==> run_1/placement_by_type.png <==
Scale: 3 px per um. Fill, decap, tap and diode cells in gray.
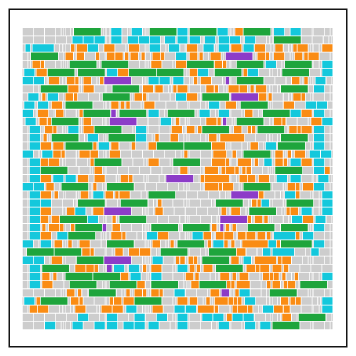
==> run_1/clk_routes.png <==
Scale: 4 px per um.
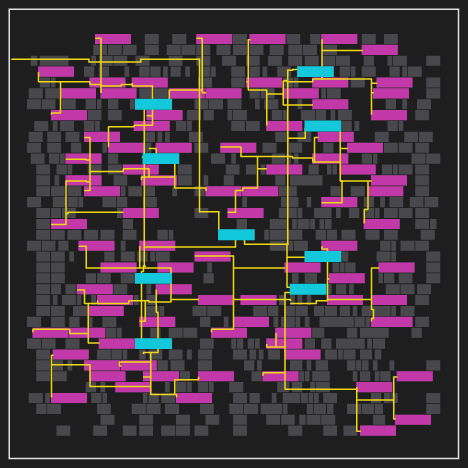
==> run_1/detail.png <==
Window x 43 to 68, y 43 to 68 um. Cells in gray, sequential cells in the stronger gray; small squares are vias.
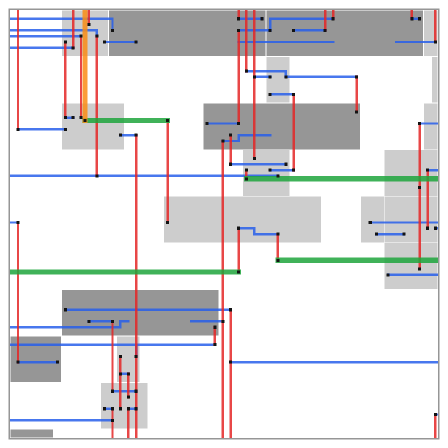
<file path="src/rtl/present_key_rev.sv">
// present_key_rev: PRESENT-80 reverse key scheduler, emits round keys K32..K1
// from the final key-register state, one key per valid/ready transfer.
`default_nettype none

module present_key_rev (
    input  logic        clk,
    input  logic        rst,
    input  logic        i_start,
    input  logic        i_abort,
    input  logic [79:0] i_key_last,
    input  logic        i_rk_ready,
    output logic [63:0] o_rk,
    output logic        o_rk_valid,
    output logic [5:0]  o_rk_round,
    output logic        o_busy,
    output logic        o_done
);

    typedef enum logic [0:0] {
        S_IDLE = 1'b0,
        S_RUN  = 1'b1
    } state_t;

    state_t      r_state, w_state_nxt;
    logic [79:0] r_kreg,  w_kreg_nxt;
    logic [4:0]  r_cnt,   w_cnt_nxt;
    logic        r_done,  w_done_nxt;

    logic [79:0] w_xor;
    logic [79:0] w_sub;
    logic [79:0] w_inv;

    function automatic logic [3:0] inv_sbox(input logic [3:0] x);
        logic [3:0] y;
        case (x)
            4'h0: y = 4'h5;
            4'h1: y = 4'hE;
            4'h2: y = 4'hF;
            4'h3: y = 4'h8;
            4'h4: y = 4'hC;
            4'h5: y = 4'h1;
            4'h6: y = 4'h2;
            4'h7: y = 4'hD;
            4'h8: y = 4'hB;
            4'h9: y = 4'h4;
            4'hA: y = 4'h6;
            4'hB: y = 4'h3;
            4'hC: y = 4'h0;
            4'hD: y = 4'h7;
            4'hE: y = 4'h9;
            default: y = 4'hA;
        endcase
        return y;
    endfunction

    // Forward update is rotl61, S-box top nibble, XOR counter; undo in reverse order.
    assign w_xor = r_kreg ^ {60'd0, r_cnt, 15'd0};
    assign w_sub = {inv_sbox(w_xor[79:76]), w_xor[75:0]};
    assign w_inv = {w_sub[60:0], w_sub[79:61]};

    always_ff @(posedge clk or posedge rst) begin
        if (rst) begin
            r_state <= S_IDLE;
            r_kreg  <= 80'd0;
            r_cnt   <= 5'd0;
            r_done  <= 1'b0;
        end else begin
            r_state <= w_state_nxt;
            r_kreg  <= w_kreg_nxt;
            r_cnt   <= w_cnt_nxt;
            r_done  <= w_done_nxt;
        end
    end

    always_comb begin
        w_state_nxt = r_state;
        w_kreg_nxt  = r_kreg;
        w_cnt_nxt   = r_cnt;
        w_done_nxt  = 1'b0;
        if (i_abort) begin
            w_state_nxt = S_IDLE;
            w_kreg_nxt  = 80'd0;
            w_cnt_nxt   = 5'd0;
        end else begin
            case (r_state)
                S_IDLE: begin
                    if (i_start) begin
                        w_state_nxt = S_RUN;
                        w_kreg_nxt  = i_key_last;
                        w_cnt_nxt   = 5'd31;
                    end
                end
                S_RUN: begin
                    if (i_rk_ready) begin
                        if (r_cnt != 5'd0) begin
                            w_kreg_nxt = w_inv;
                            w_cnt_nxt  = r_cnt - 5'd1;
                        end else begin
                            w_state_nxt = S_IDLE;
                            w_done_nxt  = 1'b1;
                        end
                    end
                end
                default: w_state_nxt = S_IDLE;
            endcase
        end
    end

    assign o_rk       = r_kreg[79:16];
    assign o_rk_valid = (r_state == S_RUN);
    assign o_busy     = (r_state == S_RUN);
    assign o_rk_round = {1'b0, r_cnt} + 6'd1;
    assign o_done     = r_done;

endmodule

`default_nettype wire

</file>
<file path="config.mk">
export PLATFORM = sky130hd
export DESIGN_NAME = present_key_rev
export DESIGN_NICKNAME = d
export VERILOG_FILES = /design/src/rtl/present_key_rev.sv
export SDC_FILE = /design/constraint.sdc
export NUM_CORES = 1
export LEC_CHECK = 0
export CORE_MARGIN = 4
export CORE_UTILIZATION = 47
export CTS_BUF_LIST = sky130_fd_sc_hd__clkbuf_16
export DETAILED_ROUTE_END_ITERATION = 10
export PLACE_DENSITY_LB_ADDON = 0.1
export REMOVE_ABC_BUFFERS = 1
export SKIP_CTS_REPAIR_TIMING = 1
export SLEW_MARGIN = 20
export SYNTH_ARGS = -nofsm -noshare
export SYNTH_HDL_FRONTEND = slang
export SYNTH_SLANG_ARGS = --single-unit
</file>
<file path="constraint.sdc">
create_clock -name clk -period 2.7 [get_ports clk]
set_input_delay 0.27 -clock clk [delete_from_list [all_inputs] [get_ports clk]]
set_output_delay 0.27 -clock clk [all_outputs]
set_load 0.05 [all_outputs]
</file>
==> reports/results.ini, run 1 <==
[global_routing]
use_met2=0.311
grt.overflow.total=0
grt_pass1_wl_mm=19.8

[final_layout]
buffer_area_frac=0.258
reg_top3=r_kreg (80), r_cnt (5)
clk_share=0.0397
final_cells=719

[setup_path]
worstSetupEndpoint=o_rk_round[3]
cp.arrival_ps=2160
worstSetupPathType=reg2out
reg2reg_depth=7
rr_endpoint=r_kreg[17]
path_buffers=1

[sta]
tightest_slew_ps=561
whs_ps=162

[synth]
top_cells_by_count=87 x dfrtp_1, 83 x nor2_1, 75 x a211oi_1
top_area_cell=dfrtp_1
synth_area_per_cell_um2=9.98
synth-simple-area-share=0.0924
async_reset_ff_frac=1.00
mux_share=0.151
logic_family=multiplexers
syn_area_um2=5080

[floorplanning]
die_area_um2=12500
nWellTaps=136
io_pins=158

[pwr]
switching_share=0.359
ir_drop_mv=0.288
comb-power_w=0.00137

[route]
remaining_drc_errors=0
first_pass_iters=4

[cts]
clkLatencyLatePin_ps=330
cts_buffers=9

[status]
status=complete, no violations

[placement]
dp_hpwl_mm=8.17

-- placement_by_type.png (at the start) --
[orange] combinational and other logic | cells: 314 | share of their area: 35%
[green] flops | cells: 87 | share of their area: 35%
[purple] clock drivers and dummy loads | cells: 16 | share of their area: 4.1%
[cyan] other buffers and delay cells | cells: 166 | share of their area: 26%
utilization after layout: 0.623
Seq/total area: 0.336

-- clk_routes.png (at the start) --
[cyan] clock drivers | count: 9
[yellow] clock wires | length: 1130 um
[magenta] flip-flops | count: 87
routed clock nets: 10
flops lie: all over the die

-- detail.png (at the start) --
[blue] metal 1
[green] metal 3
[red] metal 2
[orange] metal 4
sequential cells in the window: 4
netlist names of flops here include: `r_kreg` (4)
most frequent: dfrtp_1 (4), a211oi_1 (3)
cells with their middle in the window: 14

## Run 2: what changed since run 1
--- a/config.mk
+++ b/config.mk
@@ -5,6 +5,7 @@
 export SDC_FILE = /design/constraint.sdc
 export NUM_CORES = 1
 export LEC_CHECK = 0
+export CAP_MARGIN = 20
 export CORE_MARGIN = 4
 export CORE_UTILIZATION = 47
 export CTS_BUF_LIST = sky130_fd_sc_hd__clkbuf_16
==> run_2/clk_routes.png <==
Scale: 4 px per um.
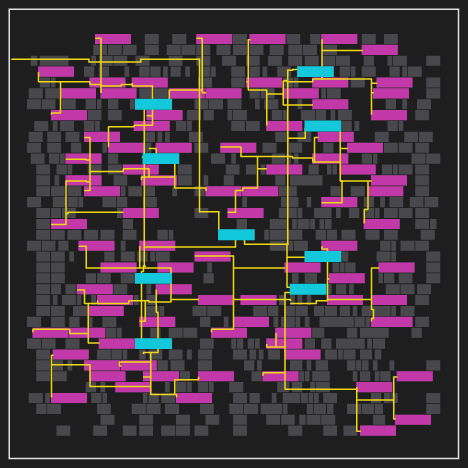
[cyan] clock drivers | count: 9
[yellow] clock wires | length: 1130 um
[magenta] flip-flops | count: 87
routed clock nets: 10
flops lie: all over the die

==> reports/results.ini, run 2 <==
[pwr]
switching_share=0.359  ; unchanged
power.internal_w=0.00259
finalPower_w=0.00404
comb-power_w=0.00137  ; about the same
seq_power_share=0.391
p_leak_nw=2.68
power.group.top=registers
p_clk_frac=0.271
clk-power_w=0.00110
seq-power_w=0.00158
ir_drop_mv=0.288  ; unchanged
p_switching_w=0.00145

[floorplanning]
std_cell_rows=37
io_pins=158  ; unchanged
die_area_um2=12500  ; unchanged
nWellTaps=136  ; unchanged
die_h_um=112
fp_util=0.488
core_um2=10400

[synth]
async_reset_ff_frac=1.00  ; unchanged
ff_type=dfrtp_1
logic_family=multiplexers
synth_seq_share=0.429
top_area_frac=0.429
synth-simple-area-share=0.0924  ; unchanged
top_cells_by_count=87 x dfrtp_1, 83 x nor2_1, 75 x a211oi_1
syn_area_um2=5080  ; unchanged
mux_share=0.151  ; unchanged
top_area_cell=dfrtp_1
synth_area_per_cell_um2=9.98  ; unchanged
ys_sh_aoi=0.148
synth.distinct_cells=33
topCellsByArea=dfrtp_1 43%, mux2i_1 14%, a211oi_1 11%

[final_layout]
final_core_util=0.623  ; unchanged
flop_area_um2=2180
sh_seq_area=0.336  ; unchanged
clkbuf_count=9
fin_nets=671
final_cells=719  ; unchanged
n_all_buffers=166
comb_cells=304
area_dominant_class=registers
buffer_area_frac=0.258  ; unchanged
reg_top3=r_kreg (80), r_cnt (5)
clk_share=0.0397  ; unchanged

[setup_path]
setup.worst_path.end_class=primary output
reg2reg_depth=7  ; unchanged
reg2reg_from=r_cnt[0]
cpPeakStageDelay_ps=840
rr_endpoint=r_kreg[17]
worstSetupPathType=reg2out
cp.arrival_ps=2160  ; about the same
worstSetupEndpoint=o_rk_round[3]
path_buffers=1  ; unchanged
crit_path_start=r_cnt[2]

[placement]
numPortBuffers=157
dp.cells=703
dp_hpwl_mm=8.17  ; unchanged

[job]
warnings=31

[sta]
setup_ws_ps=269
tns_ps=0
min_period_ps=2430
whs_ps=162  ; unchanged
tightest_slew_ps=561  ; unchanged
setup-violations-final=0

[cts]
max-clock-path-buffers=2
path_clk_slew_ps=60
clkLatencyLatePin_ps=330  ; about the same
cts_buffers=9  ; unchanged
htreeDepth=3

[route]
first_pass_iters=4  ; unchanged
top_layer=met4
vias=3791
remaining_drc_errors=0  ; unchanged
viasPerCell=5.27
routed_wl_mm=11.9
drt-met1-wl_mm=5.24
met2_wirelength_mm=5.73
wl_per_cell_um=16.5
drt_iter0_drc=166

[global_routing]
grt.overflow.total=0  ; unchanged
antenna_found_initial=0
use_met2=0.311  ; unchanged
grt_pass1_wl_mm=19.8  ; unchanged
grt_use_met3=0.0435

[status]
status=complete, no violations

==> run_2/cell_density.png <==
Scale: 2 px per um. 11 x 11 tiles, from black (low) to pale yellow (high), 0 to 100% covered.
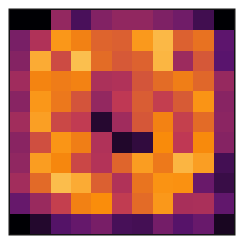

## Run 3: what changed since run 2
--- a/config.mk
+++ b/config.mk
@@ -6,7 +6,7 @@
 export NUM_CORES = 1
 export LEC_CHECK = 0
 export CAP_MARGIN = 20
-export CORE_MARGIN = 4
+export CORE_MARGIN = 3
 export CORE_UTILIZATION = 47
 export CTS_BUF_LIST = sky130_fd_sc_hd__clkbuf_16
 export DETAILED_ROUTE_END_ITERATION = 10
==> constraint.sdc (replaced) <==
create_clock -name clk -period 2.7 [get_ports clk]
set_input_delay 0.27 -clock clk [delete_from_list [all_inputs] [get_ports clk]]
set_output_delay 0.27 -clock clk [all_outputs]
set_load 0.1 [all_outputs]
==> run_3/cell_density.png <==
Scale: 2 px per um. 11 x 11 tiles, from black (low) to pale yellow (high), 0 to 100% covered.
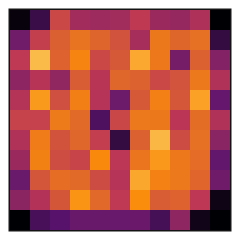
mean over tiles: 51%
fullest tile: 85%
nearly empty tiles: 2.5%
tiles over 75% full: 7.4%

==> reports/results.ini, run 3 <==
[pwr]
p_switching_w=0.00190  ; +31%
power.group.top=combinational logic
p_leak_nw=2.82  ; +4.9%
comb-power_w=0.00175  ; +28%
seq_power_share=0.343  ; -0.048
ir_drop_mv=0.334  ; +16%
finalPower_w=0.00463  ; +15%
p_per_area_nw_per_um2=729
seq-power_w=0.00159  ; about the same
switching_share=0.410  ; +0.0508
clk-power_w=0.00129  ; +20%

[synth]
top_cells_by_count=87 x dfrtp_1, 83 x nor2_1, 75 x a211oi_1
ff_type=dfrtp_1
async_reset_ff_frac=1.00  ; unchanged
logic_family=multiplexers
syn_area_um2=5080  ; unchanged
synth_seq_share=0.429  ; unchanged
ys_sh_aoi=0.148  ; unchanged
synth-simple-area-share=0.0924  ; unchanged
top_area_frac=0.429  ; unchanged
synth.distinct_cells=33  ; unchanged
synth_area_per_cell_um2=9.98  ; unchanged
topCellsByArea=dfrtp_1 43%, mux2i_1 14%, a211oi_1 11%

[cts]
htreeDepth=3  ; unchanged
max-clock-path-buffers=2  ; unchanged
cts_sinks=87
path_clk_slew_ps=70  ; about the same
clkLatencyLatePin_ps=330  ; about the same

[final_layout]
comb_cells=304  ; unchanged
buffer_area_frac=0.234  ; -0.0232
reg_top3=r_kreg (80), r_cnt (5)
n_all_buffers=166  ; unchanged
flop_area_um2=2180  ; unchanged
clk_share=0.0475  ; +0.00775
clkbuf_count=9  ; unchanged
fin_nets=671  ; unchanged
final_cells=717  ; -0.28%
final_core_util=0.610  ; -0.0132
sh_seq_area=0.343  ; +0.00728
area_dominant_class=registers

[setup_path]
reg2reg_from=r_cnt[0]
cpPeakStageDelay_ps=620  ; -220 ps
path_buffers=2  ; +1
rr_endpoint=r_kreg[20]
cp.arrival_ps=2010  ; -150 ps
reg2reg_depth=7  ; unchanged
worstSetupEndpoint=o_busy
setup.worst_path.end_class=primary output
worstSetupPathType=reg2out

[global_routing]
use_met2=0.290  ; -0.0207
grt.overflow.total=0  ; unchanged
grt_pass1_wl_mm=17.8  ; -10%
grt_use_met3=0.0388  ; -0.00472

[route]
antenna_left=0
vias=3766  ; -0.66%
met3_length_um=773
routed_wl_mm=11.6  ; -2.8%
top_layer=met4
remaining_drc_errors=0  ; unchanged
viasPerCell=5.25  ; -0.38%
drt_iter0_drc=192  ; +16%
wl_per_cell_um=16.1  ; -2.6%
met2_wirelength_mm=5.52  ; -3.8%
drt-met1-wl_mm=5.12  ; -2.2%
first_pass_iters=4  ; unchanged

[placement]
dp_hpwl_mm=7.95  ; -2.7%
numPortBuffers=157  ; unchanged
dp.cells=703  ; unchanged

[sta]
tightest_slew_ps=682  ; +121 ps
whs_ps=376  ; +215 ps
min_period_ps=2280  ; -152 ps
setup_ws_ps=421  ; +152 ps
tns_ps=0  ; unchanged
maxSlewViolCount=0
setup-violations-final=0  ; unchanged

[floorplanning]
fp_util=0.488  ; unchanged
core_um2=10400  ; unchanged
nWellTaps=136  ; unchanged
io_pins=158  ; unchanged
std_cell_rows=37  ; unchanged
die_h_um=110  ; -1.8%
die_area_um2=12100  ; -3.5%

[job]
warnings=31  ; unchanged

[status]
status=complete, no violations

